## src/rtl/loader_pkg.sv

```systemverilog
// Shared types and constants for the program loader: FSM state encoding,
// word geometry and the load-length acceptance rule.
package loader_pkg;

    localparam int BYTES_PER_WORD = 4;
    localparam int BYTE_IDX_W     = $clog2(BYTES_PER_WORD);

    typedef enum logic [2:0] {
        IDLE,
        RECV,
        WRITE,
        DONE,
        ERR
    } state_e;

    // A load is accepted only if it asks for at least one word and fits the memory.
    function automatic logic len_valid(input logic [15:0] len, input int depth);
        return (len != 16'd0) && ({16'd0, len} <= 32'(depth));
    endfunction

endpackage

```

## src/rtl/prog_loader_if.sv

```systemverilog
// Loader bus: start/length request, byte stream in, instruction-memory write
// port and core-control status out. The loader is the slave side.
interface prog_loader_if #(
    parameter int DATA_WIDTH = 32
);
    logic                  start_i;
    logic [15:0]           len_i;
    logic                  byte_valid_i;
    logic [7:0]            byte_data_i;
    logic                  byte_ready_o;
    logic                  mem_we_o;
    logic [DATA_WIDTH-1:0] mem_addr_o;
    logic [DATA_WIDTH-1:0] mem_wdata_o;
    logic                  cpu_rst_o;
    logic                  done_o;
    logic                  err_o;

    modport slave (
        input  start_i, len_i, byte_valid_i, byte_data_i,
        output byte_ready_o, mem_we_o, mem_addr_o, mem_wdata_o,
               cpu_rst_o, done_o, err_o
    );

    modport master (
        output start_i, len_i, byte_valid_i, byte_data_i,
        input  byte_ready_o, mem_we_o, mem_addr_o, mem_wdata_o,
               cpu_rst_o, done_o, err_o
    );
endinterface

```

## src/rtl/byte_packer.sv

```systemverilog
// Little-endian word assembly: each accepted byte lands in the lane selected
// by its index; the register holds its contents across input stalls.
module byte_packer
    import loader_pkg::*;
(
    input  logic                        clk,
    input  logic                        rst,
    input  logic                        clr_i,
    input  logic                        we_i,
    input  logic [BYTE_IDX_W-1:0]       idx_i,
    input  logic [7:0]                  byte_i,
    output logic [8*BYTES_PER_WORD-1:0] word_o
);

    logic [8*BYTES_PER_WORD-1:0] word_q;

    always_ff @(posedge clk or posedge rst) begin
        if (rst) begin
            word_q <= '0;
        end else if (clr_i) begin
            word_q <= '0;
        end else if (we_i) begin
            word_q[{idx_i, 3'b000} +: 8] <= byte_i;
        end
    end

    assign word_o = word_q;

endmodule

```

## src/rtl/prog_loader.sv

```systemverilog
// Boot-time program loader: streams bytes into words, writes them to
// instruction memory from BASE_ADDR upward and releases the core when done.
module prog_loader
    import loader_pkg::*;
#(
    parameter int                    DATA_WIDTH  = 32,
    parameter int                    DEPTH_WORDS = 1024,
    parameter logic [DATA_WIDTH-1:0] BASE_ADDR   = '0
) (
    input logic           clk,
    input logic           rst,
    prog_loader_if.slave  bus
);

    localparam logic [BYTE_IDX_W-1:0] LAST_IDX = BYTE_IDX_W'(BYTES_PER_WORD - 1);

    state_e                  state_q;
    logic [15:0]             len_q;
    logic [15:0]             word_cnt_q;
    logic [BYTE_IDX_W-1:0]   byte_idx_q;
    logic                    byte_ready_q;
    logic                    mem_we_q;
    logic [DATA_WIDTH-1:0]   mem_addr_q;
    logic                    cpu_rst_q;
    logic                    done_q;
    logic                    err_q;

    logic                    byte_fire;
    logic                    start_ok;
    logic [DATA_WIDTH-1:0]   mem_addr_d;
    logic [8*BYTES_PER_WORD-1:0] packed_word;

    // byte_ready_q is high exactly in RECV, so it also gates bytes outside RECV.
    assign byte_fire  = bus.byte_valid_i && byte_ready_q;
    assign start_ok   = bus.start_i && (state_q inside {IDLE, DONE, ERR})
                        && len_valid(bus.len_i, DEPTH_WORDS);
    assign mem_addr_d = BASE_ADDR
                        + DATA_WIDTH'(word_cnt_q) * DATA_WIDTH'(BYTES_PER_WORD);

    byte_packer u_packer (
        .clk    (clk),
        .rst    (rst),
        .clr_i  (start_ok),
        .we_i   (byte_fire),
        .idx_i  (byte_idx_q),
        .byte_i (bus.byte_data_i),
        .word_o (packed_word)
    );

    always_ff @(posedge clk or posedge rst) begin
        if (rst) begin
            state_q      <= IDLE;
            len_q        <= '0;
            word_cnt_q   <= '0;
            byte_idx_q   <= '0;
            byte_ready_q <= 1'b0;
            mem_we_q     <= 1'b0;
            mem_addr_q   <= BASE_ADDR;
            cpu_rst_q    <= 1'b1;
            done_q       <= 1'b0;
            err_q        <= 1'b0;
        end else begin
            // NOTE: non-blocking throughout so every decision below sees pre-edge state.
            mem_we_q <= 1'b0;
            unique case (state_q)
                IDLE, DONE, ERR: begin
                    if (bus.start_i) begin
                        cpu_rst_q <= 1'b1;
                        done_q    <= 1'b0;
                        if (start_ok) begin
                            state_q      <= RECV;
                            len_q        <= bus.len_i;
                            word_cnt_q   <= '0;
                            byte_idx_q   <= '0;
                            byte_ready_q <= 1'b1;
                            err_q        <= 1'b0;
                        end else begin
                            state_q <= ERR;
                            err_q   <= 1'b1;
                        end
                    end
                end
                RECV: begin
                    if (byte_fire) begin
                        byte_idx_q <= byte_idx_q + 1'b1;
                        if (byte_idx_q == LAST_IDX) begin
                            state_q      <= WRITE;
                            byte_ready_q <= 1'b0;
                            mem_we_q     <= 1'b1;
                            mem_addr_q   <= mem_addr_d;
                        end
                    end
                end
                WRITE: begin
                    if (word_cnt_q + 16'd1 == len_q) begin
                        state_q   <= DONE;
                        cpu_rst_q <= 1'b0;
                        done_q    <= 1'b1;
                    end else begin
                        state_q      <= RECV;
                        word_cnt_q   <= word_cnt_q + 16'd1;
                        byte_idx_q   <= '0;
                        byte_ready_q <= 1'b1;
                    end
                end
                default: state_q <= IDLE;
            endcase
        end
    end

    assign bus.byte_ready_o = byte_ready_q;
    assign bus.mem_we_o     = mem_we_q;
    assign bus.mem_addr_o   = mem_addr_q;
    assign bus.mem_wdata_o  = DATA_WIDTH'(packed_word);
    assign bus.cpu_rst_o    = cpu_rst_q;
    assign bus.done_o       = done_q;
    assign bus.err_o        = err_q;

endmodule
```

## src/flat_wrapper.sv

```systemverilog
// flat-port wrapper written by rule: the top's interface ports become plain ports
module prog_loader_flat import loader_pkg::*;
#(
    parameter int                    DATA_WIDTH  = 32,
    parameter int                    DEPTH_WORDS = 1024,
    parameter logic [DATA_WIDTH-1:0] BASE_ADDR   = '0
)
  (clk, rst, bus_start_i, bus_len_i, bus_byte_valid_i, bus_byte_data_i, bus_byte_ready_o, bus_mem_we_o, bus_mem_addr_o, bus_mem_wdata_o, bus_cpu_rst_o, bus_done_o, bus_err_o);
  prog_loader_if #(.DATA_WIDTH(DATA_WIDTH)) bus_i ();
  input logic clk;
  input logic rst;
  input wire logic [$bits(bus_i.start_i)-1:0] bus_start_i;
  input wire logic [$bits(bus_i.len_i)-1:0] bus_len_i;
  input wire logic [$bits(bus_i.byte_valid_i)-1:0] bus_byte_valid_i;
  input wire logic [$bits(bus_i.byte_data_i)-1:0] bus_byte_data_i;
  output wire logic [$bits(bus_i.byte_ready_o)-1:0] bus_byte_ready_o;
  output wire logic [$bits(bus_i.mem_we_o)-1:0] bus_mem_we_o;
  output wire logic [$bits(bus_i.mem_addr_o)-1:0] bus_mem_addr_o;
  output wire logic [$bits(bus_i.mem_wdata_o)-1:0] bus_mem_wdata_o;
  output wire logic [$bits(bus_i.cpu_rst_o)-1:0] bus_cpu_rst_o;
  output wire logic [$bits(bus_i.done_o)-1:0] bus_done_o;
  output wire logic [$bits(bus_i.err_o)-1:0] bus_err_o;
  assign bus_i.start_i = bus_start_i;
  assign bus_i.len_i = bus_len_i;
  assign bus_i.byte_valid_i = bus_byte_valid_i;
  assign bus_i.byte_data_i = bus_byte_data_i;
  assign bus_byte_ready_o = bus_i.byte_ready_o;
  assign bus_mem_we_o = bus_i.mem_we_o;
  assign bus_mem_addr_o = bus_i.mem_addr_o;
  assign bus_mem_wdata_o = bus_i.mem_wdata_o;
  assign bus_cpu_rst_o = bus_i.cpu_rst_o;
  assign bus_done_o = bus_i.done_o;
  assign bus_err_o = bus_i.err_o;
  prog_loader #(.DATA_WIDTH(DATA_WIDTH), .DEPTH_WORDS(DEPTH_WORDS), .BASE_ADDR(BASE_ADDR)) u_core (.clk(clk), .rst(rst), .bus(bus_i));
endmodule
```

## config.mk

```make
export PLATFORM = sky130hd
export DESIGN_NAME = prog_loader_flat
export DESIGN_NICKNAME = d
export VERILOG_FILES = /design/src/rtl/loader_pkg.sv /design/src/rtl/prog_loader_if.sv /design/src/rtl/byte_packer.sv /design/src/rtl/prog_loader.sv /design/src/flat_wrapper.sv
export SDC_FILE = /design/constraint.sdc
export NUM_CORES = 1
export LEC_CHECK = 0
export ABC_AREA = 1
export ABC_CLOCK_PERIOD_IN_PS = 4210
export CORE_ASPECT_RATIO = 0.8
export CORE_MARGIN = 1
export CORE_UTILIZATION = 29
export DETAILED_ROUTE_END_ITERATION = 16
export DONT_BUFFER_PORTS = 1
export PLACE_DENSITY = 0.39
export SLEW_MARGIN = 10
export SYNTH_ARGS = -nofsm -noshare
export SYNTH_HDL_FRONTEND = slang
export SYNTH_HIERARCHICAL = 1
export SYNTH_SLANG_ARGS = --single-unit
```

## constraint.sdc

```tcl
create_clock -name clk -period 4.21 [get_ports clk]
set_clock_uncertainty 0.2 [all_clocks]
set_input_delay 0.842 -clock clk [delete_from_list [all_inputs] [get_ports clk]]
set_output_delay 0.842 -clock clk [all_outputs]
set_load 0.05 [all_outputs]
```

==> impl_metrics.xml <==
<?xml version="1.0" encoding="UTF-8"?>
<metrics>
  <group name="run_status">
    <metric name="status" unit="">completed</metric>
  </group>
  <group name="power">
    <metric name="total_power" unit="W">0.00233</metric>
    <metric name="peakVddDrop" unit="V">0.000197</metric>
    <metric name="leakagePower" unit="nW">2.70</metric>
    <metric name="internal-power" unit="W">0.00148</metric>
  </group>
  <group name="grt">
    <metric name="top_usage_layer" unit="">met1</metric>
    <metric name="via_count_of_the_first_global_routing_pass" unit="">3793</metric>
    <metric name="grt_max_degree" unit="">33</metric>
    <metric name="global_route_wire_length_before_repair" unit="um">21700</metric>
  </group>
  <group name="clock_network">
    <metric name="cts_max_level" unit="">3</metric>
    <metric name="cts_root_buf" unit="">clkbuf_16</metric>
    <metric name="clkTransAtPathRegs" unit="ps">70</metric>
  </group>
  <group name="setup_path">
    <metric name="critical_path.endpoint_type" unit="">flip-flop</metric>
    <metric name="crit_chain" unit="">inv_1, nor2_2, a21oi_2, inv_1, nand2_1, nor2_1, nand3_1, nand2_2, inv_1, a21oi_1, nand3_1, nand2_1, nand2_1</metric>
    <metric name="data_arrival_at_the_endpoint_of_the_critical_path" unit="ps">3060</metric>
    <metric name="worst_path_largest_cell_delay" unit="ps">470</metric>
    <metric name="critPathMaxFanout" unit="">17</metric>
    <metric name="worst-endpoint-required" unit="ps">4240</metric>
  </group>
  <group name="final_layout">
    <metric name="regArea" unit="um^2">2250</metric>
    <metric name="drive_gt1_share" unit="%">10.4</metric>
    <metric name="final_layout_top_logic_cell" unit="">nand2_1</metric>
    <metric name="layout.area.comb" unit="um^2">2260</metric>
    <metric name="area_delta_synth_final" unit="%">10.0</metric>
    <metric name="n_antenna_cell" unit="">0</metric>
    <metric name="final.fill_count" unit="">1800</metric>
  </group>
  <group name="run">
    <metric name="log.warning_count" unit="">30</metric>
  </group>
  <group name="logic_synthesis">
    <metric name="ys_sh_simple" unit="%">37.3</metric>
    <metric name="synth.avg_cell_area" unit="um^2">7.57</metric>
    <metric name="synth-adder-area-share" unit="%">1.79</metric>
    <metric name="yosys_register_bits" unit="">90</metric>
    <metric name="synth-compound-area-share" unit="%">4.83</metric>
    <metric name="yosys.stat.seqShare" unit="%">46.0</metric>
    <metric name="synth-edff-count" unit="">0</metric>
    <metric name="synth_stat.cells" unit="">647</metric>
  </group>
  <group name="placed_design">
    <metric name="dp.cells" unit="">861</metric>
    <metric name="placement.cell_area" unit="um^2">5090</metric>
  </group>
  <group name="floorplanning">
    <metric name="floorplan.die_area" unit="um^2">17400</metric>
  </group>
  <group name="drt">
    <metric name="initialDrtViolationCount" unit="">308</metric>
    <metric name="vias_per_cell" unit="">4.60</metric>
    <metric name="route.antenna.remaining_nets" unit="">0</metric>
  </group>
  <group name="timing">
    <metric name="max_slew_violation_count" unit="">0</metric>
    <metric name="min_period_over_period" unit="%">71.8</metric>
    <metric name="fin_crit" unit="ps">3020</metric>
    <metric name="timing.max_slew.rel_slack" unit="%">45.1</metric>
  </group>
</metrics>
path summary, 6_finish.rpt:
path                                   start  slack [ps]                      end
max                        u_core/state_q[1]        1190  u_core/bus.byte_ready_o
min                                      rst         230          u_core/len_q[0]
max reg2reg                u_core/state_q[1]        1190  u_core/bus.byte_ready_o
min reg2reg                 u_core/len_q[14]         300         u_core/len_q[14]
max in group asynchronous                rst        2660     u_core/bus.cpu_rst_o
min in group clk            u_core/len_q[14]         300         u_core/len_q[14]
Yosys cell counts, types with 3 or more instances:
library cell / n / area [um^2]
nor2_4: 10 / 113
a21oi_1: 25 / 125
inv_1: 59 / 221
nor2_2: 4 / 25.0
a21oi_2: 3 / 26.3
nand2_1: 220 / 826
nand3b_1: 4 / 30.0
nand3_1: 79 / 395
nor2_1: 58 / 218
inv_2: 5 / 18.8
buf_4: 19 / 143
clkbuf_1: 5 / 18.8
buf_2: 4 / 20.0
nand4_1: 12 / 75.1
ha_1: 7 / 87.6
o21ai_0: 13 / 65.1
dfrtp_1: 89 / 2230
nand2_2: 11 / 68.8
sequential cells by signal, summed over array words and instances, names as in the netlist:
signal	count
u_core/u_packer/word_o	32
u_core/bus.mem_addr_o	16
u_core/len_q	16
u_core/word_cnt_q	16
u_core/state_q	3
u_core/byte_idx_q	2
u_core/bus.byte_ready_o	1
u_core/bus.cpu_rst_o	1
u_core/bus.done_o	1
u_core/bus.err_o	1
u_core/bus.mem_we_o	1
area by class of cell:
class	count	share of cell area [%]
Multi-Input combinational cell	478	42.0
Clock inverter	7	1.28
Sequential cell	90	41.8
Tap cell	220	5.11
Clock buffer	9	4.18
Timing Repair Buffer	8	1.11
Inverter	65	4.53
Fig. 1: sequential cells colored by netlist name
Other sequential cells in the stronger gray, the rest of the logic in the fainter gray.
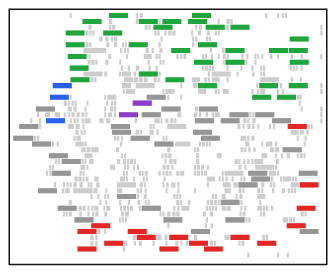
legend:
  green:
    signal: u_core/u_packer/word_o
    sequential_cells: 32
  purple:
    signal: u_core/byte_idx_q
    sequential_cells: 2
  red:
    signal: u_core/bus.mem_addr_o
    sequential_cells: 16
  blue:
    signal: u_core/state_q
    sequential_cells: 3
not colored: 37

Fig. 2: clock nets
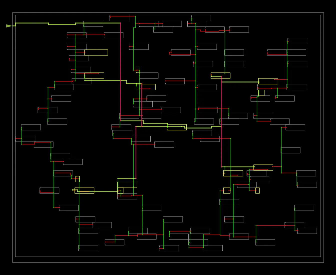
Insertion Delay late pin: 350 ps
Clock Buffer Count: 9
clock network power consumption: 0.000814 W
number of sequential storage elements: 90
number of buffers added by the clock tree synthesis step: 9

Fig. 3: wiring by layer
Scale bar: 50 um.
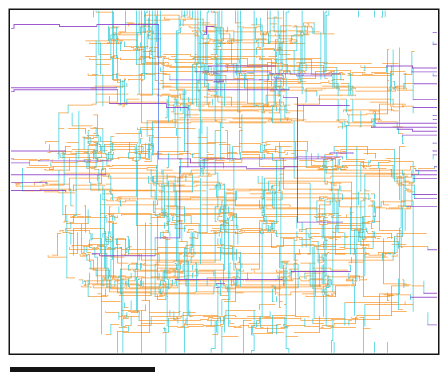
legend:
  orange:
    layer: met1
    wire_length: 6,880 um
  blue:
    layer: met4
    wire_length: 134 um
  purple:
    layer: met3
    wire_length: 896 um
  cyan:
    layer: met2
    wire_length: 5,510 um
drt total wl: 13,400 um
Wirelength per Cell: 15.3 um
vias: 4,036
all-layer global routing usage: 16.4%

Fig. 4: ports around the boundary
Pins as bars across the die edge, other pins in gray.
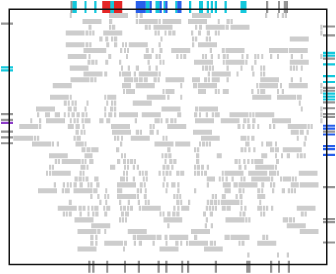
legend:
  cyan:
    port: bus_mem_wdata_o
    pins: 32
    direction: output
    edge: 22 top, 8 right, 2 left
  purple:
    port: bus_byte_ready_o
    pins: 1
    direction: output
    edge: left
  red:
    port: bus_byte_data_i
    pins: 8
    direction: input
    edge: top
  blue:
    port: bus_len_i
    pins: 16
    direction: input
    edge: 10 top, 6 right
all pins by edge: 45 top, 28 right, 15 bottom, 9 left

Fig. 5: clock network drawn from the DEF
Scale bar: 50 um.
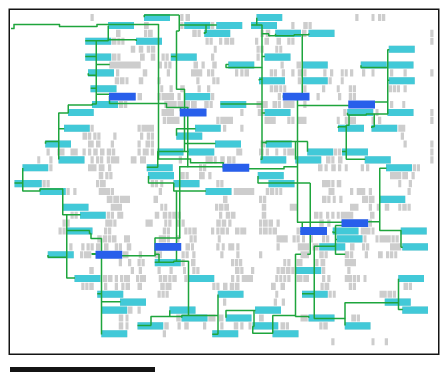
legend:
  cyan:
    item: flip-flops
    count: 90
  green:
    item: clock wires
    length: 1,370 um
  blue:
    item: cells driving clock nets
    count: 9
routed clock nets: 10
flops lie: spread over the die
power share of the clock group: 34.9%

Power figures rest on the tool's default switching activity, not on a simulated workload.
